File: src/rtl/wd_pkg.sv
// wd_pkg: shared DCS constants, FSM encodings and beat packing for the window command generator.
package wd_pkg;

    localparam logic [7:0]  DCS_CASET = 8'h2A;
    localparam logic [7:0]  DCS_PASET = 8'h2B;
    localparam logic [15:0] WD_WC     = 16'h0005;

    typedef enum logic [3:0] {
        IDLE,
        HDR_A,
        PA0,
        PA1,
        GAPA,
        HDR_B,
        PB0,
        PB1,
        GAPB
    } wd_state_t;

    typedef enum logic [1:0] {
        B_IDLE,
        B_HDR,
        B_W0,
        B_W1
    } beat_t;

    // Little-endian byte packing: DCS byte first, then start MSB/LSB, then end MSB.
    function automatic logic [31:0] pack_w0(input logic [7:0] d, input logic [15:0] s, input logic [15:0] e);
        return {e[15:8], s[7:0], s[15:8], d};
    endfunction

    function automatic logic [31:0] pack_w1(input logic [7:0] e_lo);
        return {24'h0, e_lo};
    endfunction

endpackage

File: src/rtl/wd_pkt_tx.sv
// wd_pkt_tx: emits one DCS long packet (header, word 0, word 1) over a valid/ready handshake.
module wd_pkt_tx
    import wd_pkg::*;
#(
    parameter logic [5:0] DT = 6'h39,
    parameter logic [1:0] VC = 2'd0
) (
    input  logic        clktx,
    input  logic        rst_n,
    input  logic        start_i,
    input  logic [7:0]  dcs_i,
    input  logic [15:0] s_i,
    input  logic [15:0] e_i,
    input  logic        ready_i,
    output logic [23:0] cmd_o,
    output logic        cmd_valid_o,
    output logic [31:0] payload_o,
    output logic        payload_valid_o,
    output logic        last_o,
    output logic        xfer_o,
    output logic        done_o
);

    beat_t beat_q, beat_d;

    always_ff @(posedge clktx) begin
        if (!rst_n) beat_q <= B_IDLE;
        else        beat_q <= beat_d;
    end

    always_comb begin
        beat_d = beat_q;
        if (start_i) begin
            beat_d = B_HDR;
        end else if (xfer_o) begin
            case (beat_q)
                B_HDR:   beat_d = B_W0;
                B_W0:    beat_d = B_W1;
                default: beat_d = B_IDLE;
            endcase
        end
    end

    assign cmd_valid_o     = beat_q == B_HDR;
    assign payload_valid_o = beat_q == B_W0 || beat_q == B_W1;
    assign last_o          = beat_q == B_W1;
    assign cmd_o           = cmd_valid_o ? {WD_WC, VC, DT} : '0;
    assign payload_o       = beat_q == B_W0 ? pack_w0(dcs_i, s_i, e_i) : last_o ? pack_w1(e_i[7:0]) : '0;
    assign xfer_o          = (cmd_valid_o || payload_valid_o) && ready_i;
    assign done_o          = last_o && ready_i;

endmodule

File: src/rtl/wd_cmd_gen.sv
// wd_cmd_gen: turns one window request into DCS 0x2A/0x2B long-write packets with inter-packet gaps.
module wd_cmd_gen
    import wd_pkg::*;
#(
    parameter logic [5:0]  DT  = 6'h39,
    parameter logic [1:0]  VC  = 2'd0,
    parameter int unsigned GAP = 4
) (
    input  logic        clktx,
    input  logic        rst_n,
    input  logic        wd_req,
    input  logic [15:0] wd_cs,
    input  logic [15:0] wd_ce,
    input  logic [15:0] wd_ps,
    input  logic [15:0] wd_pe,
    input  logic        tx_ready,
    output logic [23:0] tx_cmd,
    output logic        tx_cmd_valid,
    output logic [31:0] tx_payload,
    output logic        tx_payload_valid,
    output logic        tx_payload_valid_last,
    output logic        busy,
    output logic        wd_done,
    output logic        wd_err
);

    localparam logic [3:0] GAP_LAST = GAP == 0 ? 4'd0 : 4'(GAP - 1);

    wd_state_t   state_q, state_d;
    logic [3:0]  gap_q, gap_d;
    logic [63:0] win_q, win_d, pwin_q, pwin_d;
    logic        pend_q, pend_d;
    logic        err_q, err_d;
    logic        done_q, done_d;
    logic [63:0] req_win;
    logic        req_ok, in_gap, in_b, seq_end, start_seq, pkt_start, xfer, pkt_done;

    assign req_win   = {wd_cs, wd_ce, wd_ps, wd_pe};
    assign req_ok    = wd_req && wd_cs <= wd_ce && wd_ps <= wd_pe;
    assign in_gap    = state_q == GAPA || state_q == GAPB;
    assign in_b      = state_q == HDR_B || state_q == PB0 || state_q == PB1;
    // With no trailing gap the sequence ends on the PB1 transfer itself.
    assign seq_end   = GAP == 0 ? state_q == PB1 && pkt_done : state_q == GAPB && gap_q == GAP_LAST;
    assign start_seq = (req_ok && state_q == IDLE) || (seq_end && (req_ok || pend_q));
    assign pkt_start = (state_d == HDR_A && state_q != HDR_A) || (state_d == HDR_B && state_q != HDR_B);

    always_ff @(posedge clktx) begin
        if (!rst_n) begin
            state_q <= IDLE;
            gap_q   <= '0;
            win_q   <= '0;
            pwin_q  <= '0;
            pend_q  <= 1'b0;
            err_q   <= 1'b0;
            done_q  <= 1'b0;
        end else begin
            state_q <= state_d;
            gap_q   <= gap_d;
            win_q   <= win_d;
            pwin_q  <= pwin_d;
            pend_q  <= pend_d;
            err_q   <= err_d;
            done_q  <= done_d;
        end
    end

    always_comb begin
        state_d = state_q;
        gap_d   = in_gap ? gap_q + 4'd1 : 4'd0;
        win_d   = win_q;
        pwin_d  = pwin_q;
        pend_d  = pend_q;
        err_d   = wd_req && !req_ok;
        done_d  = seq_end;
        case (state_q)
            HDR_A:   if (xfer) state_d = PA0;
            PA0:     if (xfer) state_d = PA1;
            PA1:     if (xfer) state_d = GAP == 0 ? HDR_B : GAPA;
            GAPA:    if (gap_q == GAP_LAST) state_d = HDR_B;
            HDR_B:   if (xfer) state_d = PB0;
            PB0:     if (xfer) state_d = PB1;
            PB1:     if (xfer) state_d = GAP == 0 ? IDLE : GAPB;
            GAPB:    if (gap_q == GAP_LAST) state_d = IDLE;
            default: ;
        endcase
        // A fresh request at sequence end is newer than the slot, so it wins.
        if (start_seq) begin
            state_d = HDR_A;
            win_d   = req_ok ? req_win : pwin_q;
            pend_d  = 1'b0;
        end else if (req_ok && state_q != IDLE) begin
            pend_d = 1'b1;
            pwin_d = req_win;
        end
    end

    wd_pkt_tx #(
        .DT(DT),
        .VC(VC)
    ) u_pkt (
        .clktx          (clktx),
        .rst_n          (rst_n),
        .start_i        (pkt_start),
        .dcs_i          (in_b ? DCS_PASET : DCS_CASET),
        .s_i            (in_b ? win_q[31:16] : win_q[63:48]),
        .e_i            (in_b ? win_q[15:0] : win_q[47:32]),
        .ready_i        (tx_ready),
        .cmd_o          (tx_cmd),
        .cmd_valid_o    (tx_cmd_valid),
        .payload_o      (tx_payload),
        .payload_valid_o(tx_payload_valid),
        .last_o         (tx_payload_valid_last),
        .xfer_o         (xfer),
        .done_o         (pkt_done)
    );

    assign busy    = state_q != IDLE;
    assign wd_done = GAP == 0 ? done_q : seq_end;
    assign wd_err  = err_q;

endmodule

File: config.mk
export PLATFORM = sky130hd
export DESIGN_NAME = wd_cmd_gen
export DESIGN_NICKNAME = d
export VERILOG_FILES = /design/src/rtl/wd_pkg.sv /design/src/rtl/wd_pkt_tx.sv /design/src/rtl/wd_cmd_gen.sv
export SDC_FILE = /design/constraint.sdc
export NUM_CORES = 1
export LEC_CHECK = 0
export CORE_ASPECT_RATIO = 1.25
export CORE_MARGIN = 8
export CORE_UTILIZATION = 58
export CTS_CLUSTER_DIAMETER = 150
export CTS_CLUSTER_SIZE = 25
export DETAILED_ROUTE_END_ITERATION = 7
export PLACE_DENSITY_LB_ADDON = 0.3
export SYNTH_ARGS = -nofsm -noshare
export SYNTH_HDL_FRONTEND = slang
export SYNTH_SLANG_ARGS = --single-unit
File: constraint.sdc
create_clock -name clktx -period 4.6 [get_ports clktx]
set_clock_uncertainty 0.2 [all_clocks]
set_input_delay 0.69 -clock clktx [delete_from_list [all_inputs] [get_ports clktx]]
set_output_delay 0.69 -clock clktx [all_outputs]
set_load 0.005 [all_outputs]
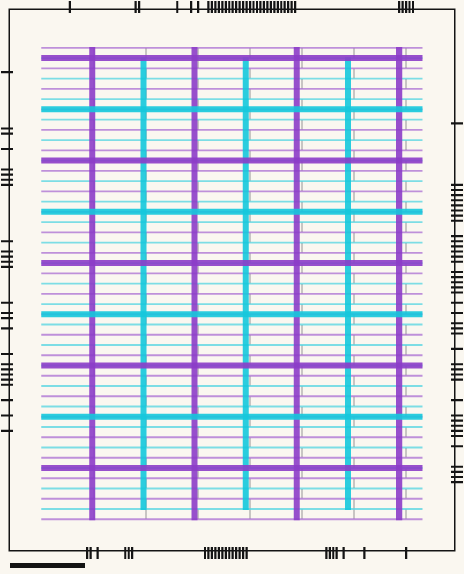
*Supply network, run 1*
Scale bar: 20 um. Pins as bars on the die edge. Tap cells in grey.
| net | colour |
|---|---|
| VDD | cyan |
| VSS | purple |
tap cells: 168
signal pins: 130
met1 rails: 47
Chip Height: 143 um
die width: 118 um
Max VDD drop: 0.233 mV

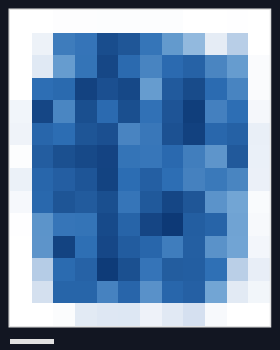
*Cell density map, run 1*
Scale bar: 20 um. The die is cut into 12 by 14 equal tiles; white is low, dark blue is high, 0 to 100% covered.
fullest tile: 96%
densest ninth of the die: centre
tiles over 75% full: 41%
mean over tiles: 53%
Core Util, Final: 72.6%
Initial Util: 59.4%
core area: 12700 sq um

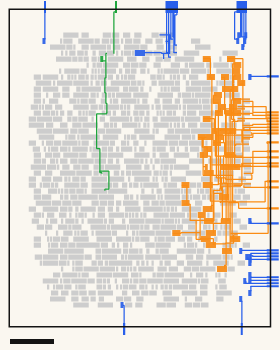
*Port wiring, run 1*
Scale bar: 20 um.
| port | colour | bits | direction | edge | end cells | buffers | wire |
|---|---|---|---|---|---|---|---|
| busy | green | 1 | output | north | 1 | 1 | 101 um |
| tx_cmd | blue | 24 | output | 12 north, 10 east, 2 south | 19 | 6 | 342 um |
| wd_cs | orange | 16 | input | east | 48 | 16 | 1380 um |

==> Slide: Implementation Results, run 1 <==
Key Metrics from the Run

Outcome
  • Status: finished, final reports clean

Route
  • Vias: 6310
  • Initial DRC Count: 385

Min path
  • Hold Crit Class: flip-flop to flip-flop
  • Hold endpoint: gap_q[0]

Floorplan
  • Row count: 46
  • Chip area: 16900 sq um

Place
  • Hpwl dp: 14.9 mm

Critical path
  • Worst path top cell family by delay: AND-OR/OR-AND gates
  • Crit path largest cell delay: 0.58 ns
  • Crit Reg-Reg Endpoint: win_q[8]

Clock network
  • Clk slew on worst S/H paths: 0.06 ns
  • Post-CTS Setup Inserts: 0

Power and ir drop
  • Logic pwr share: 18.7%
  • Sequential cell fraction of total power: 39.6%
  • Clock group: 0.00141 W

STA
  • Setup TNS after final layout: 0 ns
  • Fmax: roughly 250 MHz

Logic synthesis
  • Simple-gate share of the synthesized area: 14.8%
  • Yosys xor share: 0.582%

GRT
  • Number of global-route vias before repair: approximately 6500
  • M2 GR Usage: 42.5%
### Sequential cells grouped by signal name, run 1

Scale bar: 20 um.
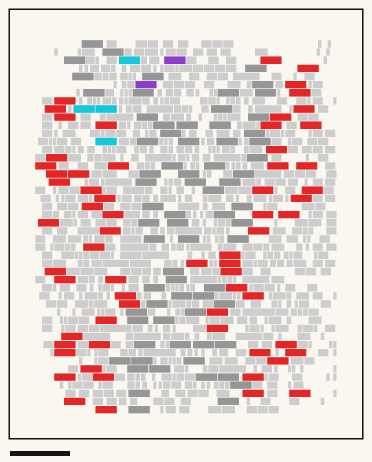

==> run 1 -> run 2 <==
Settings changed: CORE_UTILIZATION 58 to 55, RECOVER_POWER set to 100.
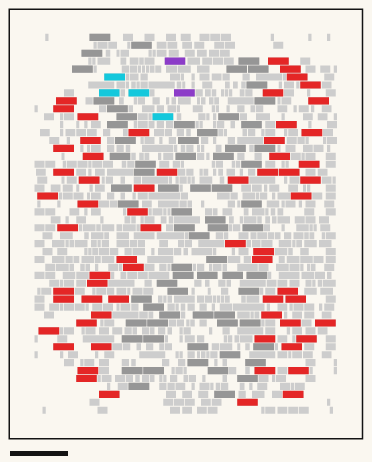
*Sequential cells grouped by signal name, run 2*
Scale bar: 20 um.
| name in the netlist | colour | sequential cells |
|---|---|---|
| state_q | cyan | 4 |
| pwin_q | red | 64 |
| u_pkt.beat_q | purple | 2 |
not coloured: 70

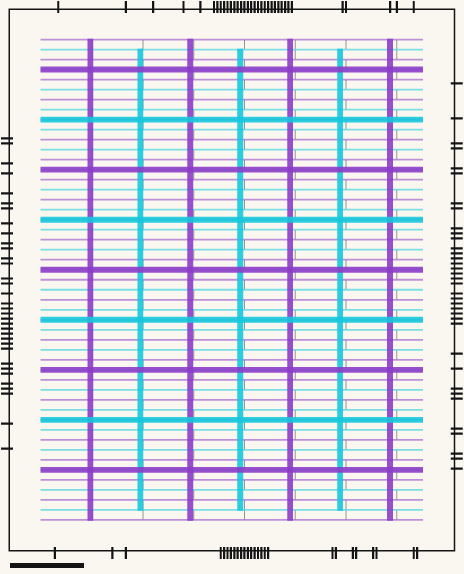
*Supply network, run 2*
Scale bar: 20 um. Pins as bars on the die edge. Tap cells in grey.
| net | colour |
|---|---|
| VSS | purple |
| VDD | cyan |
signal pins: 130
met4 straps: 7
die width: 121 um
Max VDD drop: 0.194 mV
core area: 13600 sq um

==> run 2 against run 1 <==
  * The run now ends with max-capacitance violations, max-slew violations left
  * Setup slack got worse by 0.077 ns
  * Critical path type unchanged
  * Maximum frequency fell by 1.9%
  * Critical path depth is 3 lower
  * Final cell count rose by 0.56%
==> Slide: Implementation Results, run 2 <==
Key Metrics from the Run

Outcome
  • Status: finished with violations
  • Violated checks: max-capacitance violations, max-slew violations

GRT
  • M2 GR Usage: 35.0% (-7.5 points)
  • Number of global-route vias before repair: 5931 (-8.5%)

Min path
  • Hold Crit Class: flip-flop to flip-flop
  • Hold endpoint: gap_q[0]

Clock network
  • # hold bufs at CTS: 0
  • Clk slew on worst S/H paths: 0.06 ns (about the same)
  • Post-CTS Setup Inserts: 0 (unchanged)

Critical path
  • Worst path required time: 4.61 ns
  • Crit Reg-Reg Endpoint: win_q[14]
  • Crit path largest cell delay: 0.70 ns (+0.12 ns)

Power and ir drop
  • Clock group: 0.00146 W (+4%)
  • Logic pwr share: 17.5% (-1.2 points)
  • Sequential cell fraction of total power: 39.4% (-0.2 points)

Logic synthesis
  • Yosys xor share: 0.582% (unchanged)
  • Synthesis warning total: 0
  • Simple-gate share of the synthesized area: 14.8% (unchanged)

Final layout
  • Final clock-cell share: between 6 and 7%
  • Core Util, Final: 67.3% (-5.4 points)

Route
  • Vias: 6130 (-2.9%)
  • Initial DRC Count: 442 (+15%)

STA
  • Post-route clock period utilization: 89.8%
  • Final max-slew violation count: between 70 and 80
  • Fmax: 242 MHz (-1.9%)
  • Tmin final: 4.13 ns

Floorplan
  • Chip area: 17700 sq um (+4.8%)
  • Initial Util: 55.4% (-4.0 points)

Run
  • Number of max-cap violations: 1
### Port wiring, run 2

Scale bar: 20 um.
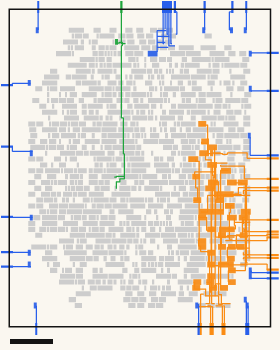

==> run 2 -> run 3 <==
Settings changed: CTS_CLUSTER_SIZE 25 to 12, GPL_ROUTABILITY_DRIVEN set to 0, REMOVE_ABC_BUFFERS set to 1.
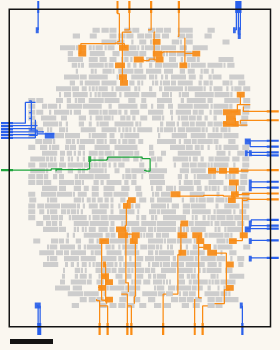
*Port wiring, run 3*
Scale bar: 20 um.
| port | colour | bits | direction | edge | end cells | buffers | wire |
|---|---|---|---|---|---|---|---|
| busy | green | 1 | output | west | 1 | 1 | 83.9 um |
| wd_cs | orange | 16 | input | 7 south, 5 east, 4 north | 48 | 16 | 702 um |
| tx_cmd | blue | 24 | output | 11 east, 6 west, 4 north, 3 south | 19 | 6 | 294 um |

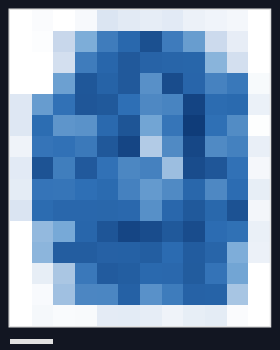
*Cell density map, run 3*
Scale bar: 20 um. The die is cut into 12 by 15 equal tiles; white is low, dark blue is high, 0 to 100% covered.
fullest tile: 95%
mean over tiles: 50%
tiles over 75% full: 35%

==> run 3 against run 2 <==
  * The flow now finishes without violations
  * Core utilization is the same
  * Die size is the same
  * Sequential cell count is the same
  * First-iteration DRC count grew 3.2%
  * Sequential power is essentially flat
  * Final cell count grew 0.55%
  * Largest power group unchanged
  * Highest routed layer unchanged
==> Slide: Implementation Results, run 3 <==
Key Metrics from the Run

Min path
  • Hold endpoint: gap_q[0]

Outcome
  • Status: finished, final reports clean

Clock network
  • # hold bufs at CTS: 0 (unchanged)
  • Clk slew on worst S/H paths: 0.06 ns (about the same)
  • Post-CTS Setup Inserts: 0 (unchanged)

Floorplan
  • Die width: 121 um (unchanged)
  • Chip area: 17700 sq um (unchanged)
  • Core area: 13600 sq um (unchanged)

Route
  • Vias: 6155 (+0.41%)

Critical path
  • Worst path required time: 4.65 ns (+0.04 ns)
  • Crit path largest cell delay: 0.81 ns (+0.11 ns)
  • Crit Reg-Reg Endpoint: win_q[51]

STA
  • Tmin final: 4.20 ns (+0.0696 ns)
  • Fmax: 238 MHz (-1.7%)

Logic synthesis
  • Synthesis warning total: 0 (unchanged)

Power and ir drop
  • Sequential cell fraction of total power: 40.4% (+1.0 points)
  • Logic pwr share: 18.1% (+0.6 points)
  • Clock group: 0.00137 W (-6%)

GRT
  • Number of global-route vias before repair: 6249 (+5.4%)

Final layout
  • Final clock-cell share: 6.43% (-0.52 points)
Power and IR drop assume default switching activity.
